[src/rtl/qracc_sram_arbiter_if.sv]
// Request/response bundle shared by the requesters, qracc_sram_arbiter and the SRAM controller.
// slave is the arbiter's view; master is the view of the surrounding requesters and SRAM.
interface qracc_sram_arbiter_if #(
    parameter int unsigned NUM_REQ = 2,
    parameter int unsigned numRows = 128,
    parameter int unsigned numCols = 32
);
    logic [NUM_REQ-1:0]                  req_wr_i;
    logic [NUM_REQ-1:0]                  req_valid_i;
    logic [NUM_REQ*$clog2(numRows)-1:0]  req_addr_i;
    logic [NUM_REQ*numCols-1:0]          req_wr_data_i;
    logic [NUM_REQ-1:0]                  req_ready_o;
    logic [NUM_REQ-1:0]                  req_rd_valid_o;
    logic [numCols-1:0]                  req_rd_data_o;

    logic                                sram_rq_wr_o;
    logic                                sram_rq_valid_o;
    logic [$clog2(numRows)-1:0]          sram_addr_o;
    logic [numCols-1:0]                  sram_wr_data_o;
    logic                                sram_rq_ready_i;
    logic                                sram_rd_valid_i;
    logic [numCols-1:0]                  sram_rd_data_i;

    logic                                err_orphan_rd_o;

    modport slave (
        input  req_wr_i, req_valid_i, req_addr_i, req_wr_data_i,
        input  sram_rq_ready_i, sram_rd_valid_i, sram_rd_data_i,
        output req_ready_o, req_rd_valid_o, req_rd_data_o,
        output sram_rq_wr_o, sram_rq_valid_o, sram_addr_o, sram_wr_data_o,
        output err_orphan_rd_o
    );

    modport master (
        output req_wr_i, req_valid_i, req_addr_i, req_wr_data_i,
        output sram_rq_ready_i, sram_rd_valid_i, sram_rd_data_i,
        input  req_ready_o, req_rd_valid_o, req_rd_data_o,
        input  sram_rq_wr_o, sram_rq_valid_o, sram_addr_o, sram_wr_data_o,
        input  err_orphan_rd_o
    );
endinterface

[src/rtl/qracc_sram_arbiter.sv]
// Round-robin arbiter sharing one SRAM port between NUM_REQ requesters, with an ID FIFO
// steering read responses back in order. Define QRACC_ARB_FIXED_PRIO_EN for fixed priority.
module qracc_sram_arbiter #(
    parameter int unsigned NUM_REQ         = 2,
    parameter int unsigned numRows         = 128,
    parameter int unsigned numCols         = 32,
    parameter int unsigned MAX_OUTSTANDING = 2
) (
    input logic                clk,
    input logic                rst,
    qracc_sram_arbiter_if.slave bus
);
    localparam int unsigned AW = $clog2(numRows);
    localparam int unsigned IW = (NUM_REQ > 1) ? $clog2(NUM_REQ) : 1;
    localparam int unsigned PW = (MAX_OUTSTANDING > 1) ? $clog2(MAX_OUTSTANDING) : 1;
    localparam int unsigned CW = $clog2(MAX_OUTSTANDING + 1);

    logic [IW-1:0] rr_ptr_q;
    logic          lock_q;
    logic [IW-1:0] lock_idx_q;
    logic [IW-1:0] fifo_q [MAX_OUTSTANDING];
    logic [PW-1:0] wr_ptr_q;
    logic [PW-1:0] rd_ptr_q;
    logic [CW-1:0] count_q;
    logic          err_q;

    logic [IW-1:0] grant;
    logic [IW-1:0] scan_cand;
    logic          scan_found;
    logic          g_valid;
    logic          g_wr;
    logic          fifo_empty;
    logic          fifo_full;
    logic          pop;
    logic          push;
    logic          stall;
    logic          accept;

    function automatic logic [PW-1:0] ptr_inc(input logic [PW-1:0] p);
        return (p == PW'(MAX_OUTSTANDING - 1)) ? '0 : p + 1'b1;
    endfunction

    // A held grant wins; otherwise scan upward from rr_ptr_q with wrap.
    always_comb begin
        grant      = lock_q ? lock_idx_q : rr_ptr_q;
        scan_found = lock_q;
        scan_cand  = '0;
        for (int i = 0; i < int'(NUM_REQ); i++) begin
            scan_cand = IW'((int'(rr_ptr_q) + i) % int'(NUM_REQ));
            if (!scan_found && bus.req_valid_i[scan_cand]) begin
                grant      = scan_cand;
                scan_found = 1'b1;
            end
        end
    end

    assign g_valid    = bus.req_valid_i[grant];
    assign g_wr       = bus.req_wr_i[grant];
    assign fifo_empty = (count_q == '0);
    assign fifo_full  = (count_q == CW'(MAX_OUTSTANDING));
    assign pop        = bus.sram_rd_valid_i && !fifo_empty && !rst;
    // A pop in the same cycle frees the slot the new read needs.
    assign stall      = fifo_full && !g_wr && !pop;

    assign bus.sram_rq_valid_o = g_valid && !stall && !rst;
    assign bus.sram_rq_wr_o    = g_wr;
    assign bus.sram_addr_o     = bus.req_addr_i[grant*AW +: AW];
    assign bus.sram_wr_data_o  = bus.req_wr_data_i[grant*numCols +: numCols];
    assign bus.req_rd_data_o   = bus.sram_rd_data_i;
    assign bus.err_orphan_rd_o = err_q;

    assign accept = bus.sram_rq_valid_o && bus.sram_rq_ready_i;
    assign push   = accept && !g_wr;

    always_comb begin
        bus.req_ready_o = '0;
        if (!rst && bus.sram_rq_ready_i && !stall) begin
            bus.req_ready_o[grant] = 1'b1;
        end
        bus.req_rd_valid_o = '0;
        if (pop) begin
            bus.req_rd_valid_o[fifo_q[rd_ptr_q]] = 1'b1;
        end
    end

`ifdef QRACC_ARB_FIXED_PRIO_EN
    assign rr_ptr_q = '0;
`else
    always_ff @(posedge clk) begin
        if (rst) begin
            rr_ptr_q <= '0;
        end else if (accept) begin
            rr_ptr_q <= (grant == IW'(NUM_REQ - 1)) ? '0 : grant + 1'b1;
        end
    end
`endif

    always_ff @(posedge clk) begin
        if (rst) begin
            lock_q     <= 1'b0;
            lock_idx_q <= '0;
            wr_ptr_q   <= '0;
            rd_ptr_q   <= '0;
            count_q    <= '0;
            err_q      <= 1'b0;
        end else begin
            if (accept) begin
                lock_q <= 1'b0;
            end else if (g_valid) begin
                lock_q     <= 1'b1;
                lock_idx_q <= grant;
            end else begin
                lock_q <= 1'b0;
            end
            if (push) begin
                wr_ptr_q <= ptr_inc(wr_ptr_q);
            end
            if (pop) begin
                rd_ptr_q <= ptr_inc(rd_ptr_q);
            end
            if (push && !pop) begin
                count_q <= count_q + 1'b1;
            end else if (pop && !push) begin
                count_q <= count_q - 1'b1;
            end
            if (bus.sram_rd_valid_i && fifo_empty) begin
                err_q <= 1'b1;
            end
        end
    end

    always_ff @(posedge clk) begin
        if (!rst && push) begin
            fifo_q[wr_ptr_q] <= grant;
        end
    end
endmodule

[src/flat_wrapper.sv]
// flat-port wrapper written by rule: the top's interface ports become plain ports
module qracc_sram_arbiter_flat 
#(
    parameter int unsigned NUM_REQ         = 2,
    parameter int unsigned numRows         = 128,
    parameter int unsigned numCols         = 32,
    parameter int unsigned MAX_OUTSTANDING = 2
)
  (clk, rst, bus_req_wr_i, bus_req_valid_i, bus_req_addr_i, bus_req_wr_data_i, bus_sram_rq_ready_i, bus_sram_rd_valid_i, bus_sram_rd_data_i, bus_req_ready_o, bus_req_rd_valid_o, bus_req_rd_data_o, bus_sram_rq_wr_o, bus_sram_rq_valid_o, bus_sram_addr_o, bus_sram_wr_data_o, bus_err_orphan_rd_o);
  qracc_sram_arbiter_if #(.NUM_REQ(NUM_REQ), .numRows(numRows), .numCols(numCols)) bus_i ();
  input logic clk;
  input logic rst;
  input wire logic [$bits(bus_i.req_wr_i)-1:0] bus_req_wr_i;
  input wire logic [$bits(bus_i.req_valid_i)-1:0] bus_req_valid_i;
  input wire logic [$bits(bus_i.req_addr_i)-1:0] bus_req_addr_i;
  input wire logic [$bits(bus_i.req_wr_data_i)-1:0] bus_req_wr_data_i;
  input wire logic [$bits(bus_i.sram_rq_ready_i)-1:0] bus_sram_rq_ready_i;
  input wire logic [$bits(bus_i.sram_rd_valid_i)-1:0] bus_sram_rd_valid_i;
  input wire logic [$bits(bus_i.sram_rd_data_i)-1:0] bus_sram_rd_data_i;
  output wire logic [$bits(bus_i.req_ready_o)-1:0] bus_req_ready_o;
  output wire logic [$bits(bus_i.req_rd_valid_o)-1:0] bus_req_rd_valid_o;
  output wire logic [$bits(bus_i.req_rd_data_o)-1:0] bus_req_rd_data_o;
  output wire logic [$bits(bus_i.sram_rq_wr_o)-1:0] bus_sram_rq_wr_o;
  output wire logic [$bits(bus_i.sram_rq_valid_o)-1:0] bus_sram_rq_valid_o;
  output wire logic [$bits(bus_i.sram_addr_o)-1:0] bus_sram_addr_o;
  output wire logic [$bits(bus_i.sram_wr_data_o)-1:0] bus_sram_wr_data_o;
  output wire logic [$bits(bus_i.err_orphan_rd_o)-1:0] bus_err_orphan_rd_o;
  assign bus_i.req_wr_i = bus_req_wr_i;
  assign bus_i.req_valid_i = bus_req_valid_i;
  assign bus_i.req_addr_i = bus_req_addr_i;
  assign bus_i.req_wr_data_i = bus_req_wr_data_i;
  assign bus_i.sram_rq_ready_i = bus_sram_rq_ready_i;
  assign bus_i.sram_rd_valid_i = bus_sram_rd_valid_i;
  assign bus_i.sram_rd_data_i = bus_sram_rd_data_i;
  assign bus_req_ready_o = bus_i.req_ready_o;
  assign bus_req_rd_valid_o = bus_i.req_rd_valid_o;
  assign bus_req_rd_data_o = bus_i.req_rd_data_o;
  assign bus_sram_rq_wr_o = bus_i.sram_rq_wr_o;
  assign bus_sram_rq_valid_o = bus_i.sram_rq_valid_o;
  assign bus_sram_addr_o = bus_i.sram_addr_o;
  assign bus_sram_wr_data_o = bus_i.sram_wr_data_o;
  assign bus_err_orphan_rd_o = bus_i.err_orphan_rd_o;
  qracc_sram_arbiter #(.NUM_REQ(NUM_REQ), .numRows(numRows), .numCols(numCols), .MAX_OUTSTANDING(MAX_OUTSTANDING)) u_core (.clk(clk), .rst(rst), .bus(bus_i));
endmodule
[config.mk]
export PLATFORM = sky130hd
export DESIGN_NAME = qracc_sram_arbiter_flat
export DESIGN_NICKNAME = d
export VERILOG_FILES = /design/src/rtl/qracc_sram_arbiter_if.sv /design/src/rtl/qracc_sram_arbiter.sv /design/src/flat_wrapper.sv
export SDC_FILE = /design/constraint.sdc
export NUM_CORES = 1
export LEC_CHECK = 0
export CORE_MARGIN = 2
export CORE_UTILIZATION = 26
export CTS_BUF_LIST = sky130_fd_sc_hd__clkbuf_8 sky130_fd_sc_hd__clkbuf_16
export CTS_CLUSTER_SIZE = 30
export DETAILED_ROUTE_END_ITERATION = 7
export PLACE_DENSITY = 0.95
export SKIP_CTS_REPAIR_TIMING = 1
export SLEW_MARGIN = 20
export SYNTH_ARGS = -nofsm -noshare
export SYNTH_HDL_FRONTEND = slang
export SYNTH_SLANG_ARGS = --single-unit
[constraint.sdc]
create_clock -name clk -period 4.9 [get_ports clk]
set_clock_uncertainty 0.05 [all_clocks]
set_input_delay 0.98 -clock clk [delete_from_list [all_inputs] [get_ports clk]]
set_output_delay 0.98 -clock clk [all_outputs]
set_load 0.03 [all_outputs]
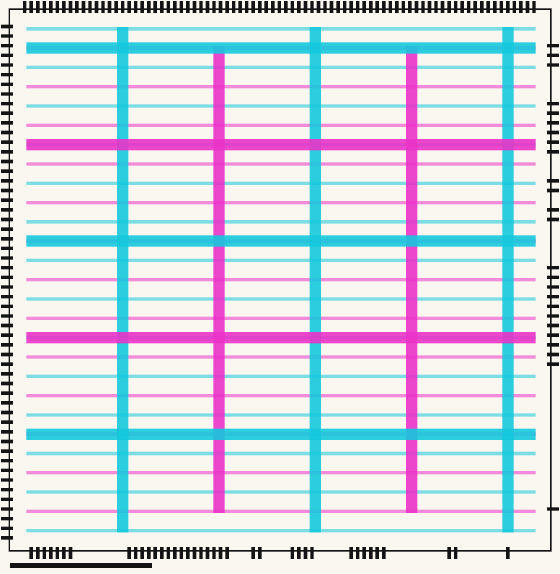
run_1/pdn.png
Bar = 20 um. Pins as bars on the die edge.
- magenta: VDD
- cyan: VSS
- signal pins: 196
- met5 straps: 5
- met4 straps: 5
- met1 rails: 27

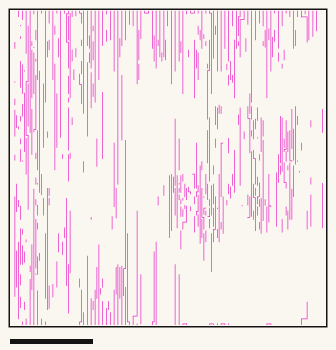
run_1/met2.png
Bar = 20 um.
- nets with wire on the layer: 328
- share of all routed wire: 57%

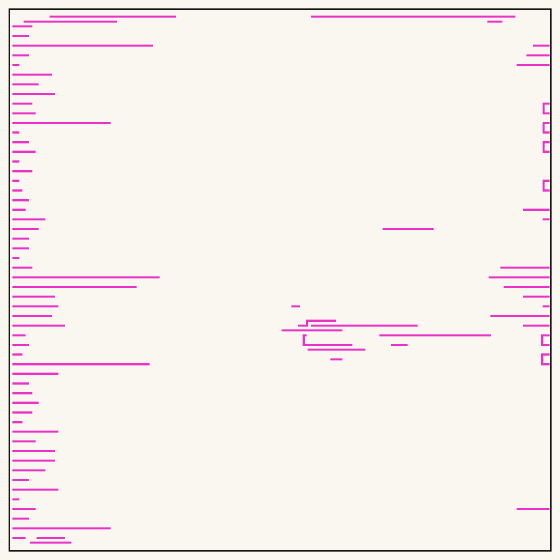
run_1/met3.png
- share of all routed wire: 9.9%
- main direction: horizontal
- longest straight run: 28.5 um
- nets with wire on the layer: 87

==> flow_summary.json, run 1 <==
{
  "layout_setup_ws_ps": 477,
  "tightest_slew_ps": 510,
  "pg_seq_mw": 0.110,
  "mostFrequentLayoutCell": "clkdlybuf4s50_1",
  "r2r-start": "u_core.lock_idx_q",
  "yosysWarnings": 0,
  "p_sw_mw": 0.196,
  "grt_max_degree": 28,
  "relSlewSlack_pct": 65.7,
  "top_cell": "mux2_2",
  "die_width_um": 76.1,
  "first_iter_violations": 56,
  "netSwitchingFraction_pct": 36.7,
  "power.total_mw": 0.534,
  "top_cell_area_share_pct": 32.5,
  "min_period_over_period_pct": 90.3,
  "rr_endpoint": "u_core.count_q[1]",
  "core_sq_um": 5070,
  "finalCriticalPeriod_ps": 4420,
  "status": "finished, final reports clean",
  "setup.worst_path.end_class": "primary output",
  "yosys-top-cells-count": "39 x mux2_2, 32 x buf_4, 10 x nor2_1",
  "cts_made_buffers": 3,
  "drc": 0,
  "synth.avg_cell_area_sq_um": 8.95,
  "preCtsSetupSlack_ps": 512,
  "peakVddDrop_uv": 133,
  "routabilityCongestion": 0.864,
  "arrival_ps": 3390,
  "ff2ff_setup_slack_ps": 2680,
  "max_cap_viol_count": 0,
  "chipArea_sq_um": 5790,
  "tns_ps": 0,
  "holdPathEnd": "u_core.bus.err_orphan_rd_o",
  "whs_ps": 421,
  "dpl.hpwl_um": 4150,
  "intPower_mw": 0.338,
  "comb_cell_power_mw": 0.338,
  "area_growth_pct": 89.2,
  "layout.nets": 372,
  "holdCritPathClass": "reg -> reg",
  "p_comb_share_pct": 63.2,
  "synthesis.nets": 270,
  "bufAreaShareNonClock_pct": 52.2,
  "ys_area_sq_um": 1350,
  "slowest_delay_ps": 720,
  "flops": 11,
  "root_buffer": "clkbuf_8",
  "worstSkewPairLatency_ps": 230,
  "ys_dominant_reg_cell": "dfxtp_1",
  "comb_cells": 98,
  "wl_um": 4680,
  "finish.instance_area_sq_um": 2560,
  "crit_start": "bus_req_valid_i[1]",
  "clk_path_buf_depth": 2,
  "synth.area.top_cells": "mux2_2 33%, buf_4 18%, dfxtp_1 13%",
  "fill_cells": 503,
  "cts_max_level": 1,
  "min_from": "u_core.bus.err_orphan_rd_o",
  "synthArstFlopShare_pct": 0,
  "cp.depth": 7,
  "routedWlPerCell_um": 14.5
}
[run 1: logic make-up (layout without fill, tap and decap cells)]
kind of cell             Yosys count  in the layout  share of synthesized area [%]
adder cells (fa/ha/maj)            1              1                          0.926
buffers and inverters             42            143                           20.9
flip-flops                        11             11                           17.8
AND/OR/NAND/NOR                   36             36                           15.6
AND-OR/OR-AND                     17             17                           8.80
multiplexers                      41             41                           34.0
XOR/XNOR                           3              3                           1.94
[run 1: metal layers]
| metal | global-route usage [%] | wire length, um |
|---|---|---|
| met5 | 0 | 0 |
| met4 | 1.82 | 24 |
| met3 | 4.86 | 461 |
| met2 | 32.4 | 2660 |
| met1 | 15.0 | 1530 |
==> run 2: changes to the inputs <==
Settings changed: REMOVE_ABC_BUFFERS set to 1, SLEW_MARGIN 20 to 10, TNS_END_PERCENT set to 5.
==> run 2 against run 1 <==
Effect of this change: register-to-register slack worse by 80 ps; largest cell class unchanged; worst setup slack better by 33 ps; area after synthesis did not move; via count is 5.3% higher; die area did not move; non-clock buffer count decreased by 2; total power grew 2.9%; cell area about the same; critical path type unchanged.
==> flow_summary.json, run 2 <==
{
  "status": "finished, final reports clean",
  "core_sq_um": 5070,
  "arrival_ps": 3360,
  "tightest_slew_ps": 587,
  "clock_cell_area_share_pct": 1.76,
  "routedWlPerCell_um": 19.8,
  "power.density_nw_per_um2": 215,
  "synthSimpleGateAreaFrac_pct": 15.6,
  "crit_start": "bus_req_valid_i[1]",
  "routabilityCongestion": 0.852,
  "finalCriticalPeriod_ps": 4390,
  "drc": 0,
  "holdPathEnd": "u_core.bus.err_orphan_rd_o",
  "ff2ff_setup_slack_ps": 2600,
  "min_from": "u_core.bus.err_orphan_rd_o",
  "whs_ps": 426,
  "relSlewSlack_pct": 60.6,
  "top_cell_area_share_pct": 32.5,
  "rr_endpoint": "u_core.count_q[1]",
  "ys_area_sq_um": 1350,
  "cp-endpoint": "bus_req_ready_o[1]",
  "area_growth_pct": 89.0,
  "setup.worst_path.end_class": "primary output",
  "met1_usage_pct": 27.0,
  "xor_share_pct": 1.94,
  "comb_cells": 98,
  "finish.instance_area_sq_um": 2550,
  "grt-busiest-layer": "met2",
  "use_met2_pct": 29.0,
  "slew_viol_final": 0,
  "first_iter_violations": 199,
  "fill_cells": 459,
  "chipArea_sq_um": 5790,
  "dpl.hpwl_um": 5490,
  "wl_met1_um": 2490,
  "synth.area.top_cells": "mux2_2 33%, buf_4 18%, dfxtp_1 13%",
  "top_cell": "mux2_2",
  "r2r-start": "u_core.lock_idx_q",
  "min_period_over_period_pct": 89.6,
  "yosys-top-cells-count": "39 x mux2_2, 32 x buf_4, 10 x nor2_1",
  "holdCritPathClass": "reg -> reg",
  "antenna_left": 0,
  "startpoint_type": "primary input",
  "layout.nets": 370,
  "synthArstFlopShare_pct": 0,
  "highest_layer": "met5",
  "num_rows": 26,
  "yosysWarnings": 0,
  "ys_sh_mux_pct": 34.0,
  "synth.avg_cell_area_sq_um": 8.95,
  "adder_share_pct": 0.926,
  "grt_max_degree": 45,
  "bufAreaShareNonClock_pct": 52.1,
  "firstDrtPassIters": 4,
  "clk_path_buf_depth": 2,
  "tns_ps": 0,
  "wl_met2_um": 2560,
  "ys_dominant_reg_cell": "dfxtp_1",
  "dr_wl_met3_um": 1220,
  "grt_usage_pct": 20.9,
  "peakVddDrop_uv": 84.8,
  "max_cap_viol_count": 0,
  "die_width_um": 76.1,
  "mostFrequentLayoutCell": "clkdlybuf4s50_1",
  "power.total_mw": 0.550,
  "root_buffer": "clkbuf_8",
  "cts_max_level": 1,
  "ys_sh_aoi_pct": 8.80,
  "synthTopLogicFamily": "multiplexers"
}
run 2: metrics by stage:
step           setup WS (ps)  instances
5_1_grt                  385        320
4_1_cts                  559        320
3_3_place_gp             603        316
3_5_place_dp             584        316
6_report                 511        320
2_1_floorplan            899        114
run 2: worst max-delay path: stages:
cell             delay [ps]
clkdlybuf4s50_1         600
nor2b_1                 260
o311ai_1                130
o211ai_1                320
nand2_1                 160
nor3b_1                 200
clkdlybuf4s50_1         710
run 2: power breakdown:
part           internal (mW)  leakage, nW  switching [mW]
Sequential             0.102       0.0923         0.00866
Clock                 0.0551       0.0269          0.0357
Combinational          0.182        0.839           0.166
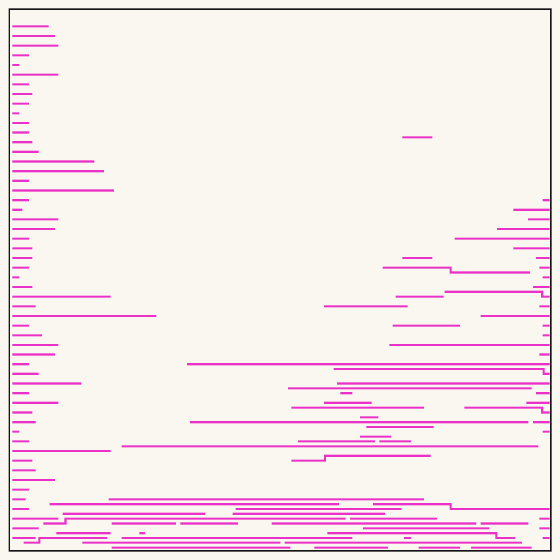
run_2/met3.png
M3 GR Usage: 13.7%
Vias: 1540
Routed WL: 6330 um

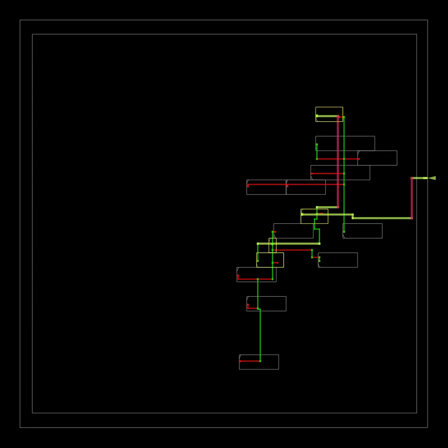
run_2/final_clocks.png
Worst-Skew Late Latency: 240 ps
CTS Buf Count: 3
flop count: 11
clock buffers: 3

==> run 3: changes to the inputs <==
Clock period 4.9 ns to 5.06 ns, I/O delays scaled along.
==> run 3 against run 2 <==
Effect of this change: critical path type unchanged; global-route usage rose by 2.2 points; sequential cell count did not move; sequential share of layout area barely moved; critical endpoint unchanged.
==> flow_summary.json, run 3 <==
{
  "area_growth_pct": 89.5,
  "die_width_um": 76.1,
  "root_buffer": "clkbuf_8",
  "ys_sh_aoi_pct": 8.80,
  "intPower_mw": 0.329,
  "yosys-top-cells-count": "39 x mux2_2, 32 x buf_4, 10 x nor2_1",
  "core_sq_um": 5070,
  "critical_path.top_delay_family": "buffers and inverters",
  "wl_met2_um": 2600,
  "finish.instance_area_sq_um": 2560,
  "cts_made_buffers": 3,
  "tns_ps": 0,
  "whs_ps": 428,
  "arrival_ps": 3530,
  "slowest_stage": "clkdlybuf4s50_1",
  "highest_layer": "met4",
  "netSwitchingFraction_pct": 38.1,
  "adder_share_pct": 0.926,
  "cp_cell_sequence": "clkdlybuf4s50_1 > nor2b_1 > o311ai_1 > o211ai_1 > nand2_1 > nor3b_1 > clkdlybuf4s50_1",
  "ff2ff_setup_slack_ps": 2760,
  "grt_max_degree": 32,
  "pwr-share-clk_pct": 15.9,
  "clock_cell_area_share_pct": 1.76,
  "cts_max_level": 1,
  "setup.worst_path.end_class": "primary output",
  "power.total_mw": 0.532,
  "relSlewSlack_pct": 67.1,
  "dp.cells": 317,
  "comb_cells": 98,
  "routabilityCongestion": 0.922,
  "grt_util_met3_pct": 16.6,
  "dr_wl_met3_um": 1480,
  "mostFrequentLayoutCell": "clkdlybuf4s50_1",
  "synthArstFlopShare_pct": 0,
  "flops": 11,
  "ys_sh_mux_pct": 34.0,
  "grt-busiest-layer": "met1",
  "bufAreaShareNonClock_pct": 52.3,
  "dpl.hpwl_um": 6050,
  "power.density_nw_per_um2": 208,
  "finalCriticalPeriod_ps": 4590,
  "max_cap_viol_count": 0,
  "met1_usage_pct": 30.4,
  "p_clk_mw": 0.0845,
  "synth.avg_cell_area_sq_um": 8.95,
  "num_rows": 26,
  "firstDrtPassIters": 6,
  "p_sw_mw": 0.202,
  "power_leader": "combinational logic",
  "grt_usage_pct": 23.1,
  "preCtsSetupSlack_ps": 555,
  "use_met2_pct": 30.2,
  "layout.cells.non_filler": 321,
  "worstSkewPairLatency_ps": 240,
  "min_period_over_period_pct": 90.7,
  "yosysWarnings": 0,
  "slowest_delay_ps": 710,
  "top_cell_area_share_pct": 32.5,
  "r2r-start": "u_core.lock_idx_q",
  "p_comb_share_pct": 64.0,
  "status": "finished, final reports clean",
  "cp.depth": 7,
  "synthSimpleGateAreaFrac_pct": 15.6,
  "chipArea_sq_um": 5790,
  "rr_endpoint": "u_core.count_q[1]",
  "holdPathEnd": "u_core.bus.err_orphan_rd_o",
  "peakVddDrop_uv": 86.8,
  "ys_area_sq_um": 1350,
  "comb_cell_power_mw": 0.340,
  "slew_viol_final": 0,
  "wl_met1_um": 2770,
  "xor_share_pct": 1.94
}
run 3: worst max-delay path by stage:
stage	from	to	slack (ps)
5_1_grt	bus_req_valid_i[1]	bus_req_ready_o[1]	320
2_1_floorplan	bus_req_valid_i[1]	bus_req_ready_o[1]	990
3_5_place_dp	bus_req_valid_i[1]	bus_req_ready_o[1]	550
4_1_cts	bus_req_valid_i[1]	bus_req_ready_o[1]	550
3_3_place_gp	bus_req_valid_i[1]	bus_sram_wr_data_o[16]	650
6_report	bus_req_valid_i[1]	bus_req_ready_o[1]	470
run 3: kinds of logic (layout without fill, tap and decap cells):
group | Yosys count | after routing
and+or+nand+nor | 36 | 36
DFF | 11 | 11
muxes | 41 | 41
adders and majority gates | 1 | 1
AOI/OAI and AO/OA | 17 | 17
xor gates and xnor gates | 3 | 3
buffers and inverters | 42 | 142
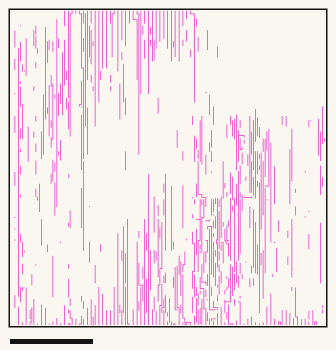
run_3/met2.png
Bar = 20 um.
Vias: 1577
Routed WL: 6920 um

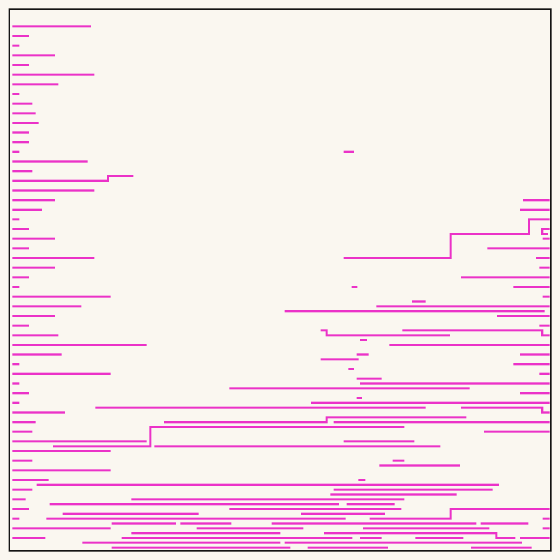
run_3/met3.png
- nets with wire on the layer: 118
- main direction: horizontal
- wire length on this layer: 1480 um
- longest straight run: 64.9 um
- share of all routed wire: 21%


==> screenshots <==
Wiring by layer.
Bar = 20 um. Only two layers are drawn.
picture 1
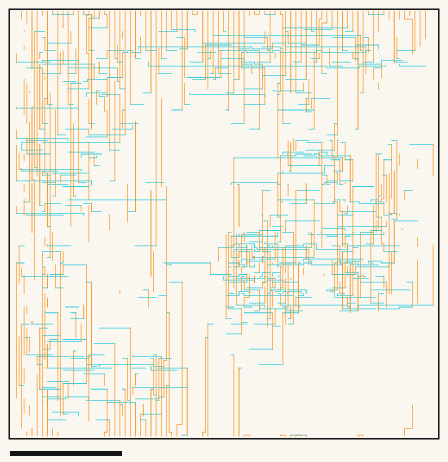
picture 2
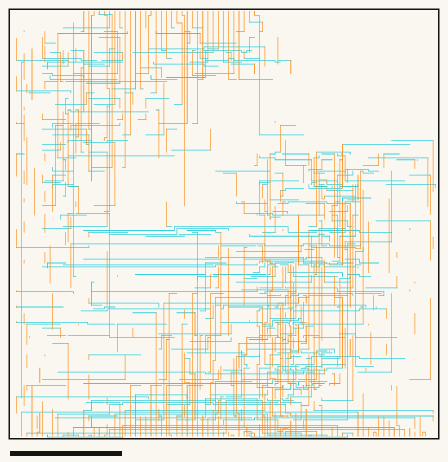
run 3: picture 2
run 1: picture 1
The one with the most wire is picture 2.

Key to picture 1:
- orange: met2 (wire length 2660 um)
- cyan: met1 (wire length 1530 um)

Power is estimated from default activity; no workload was simulated.
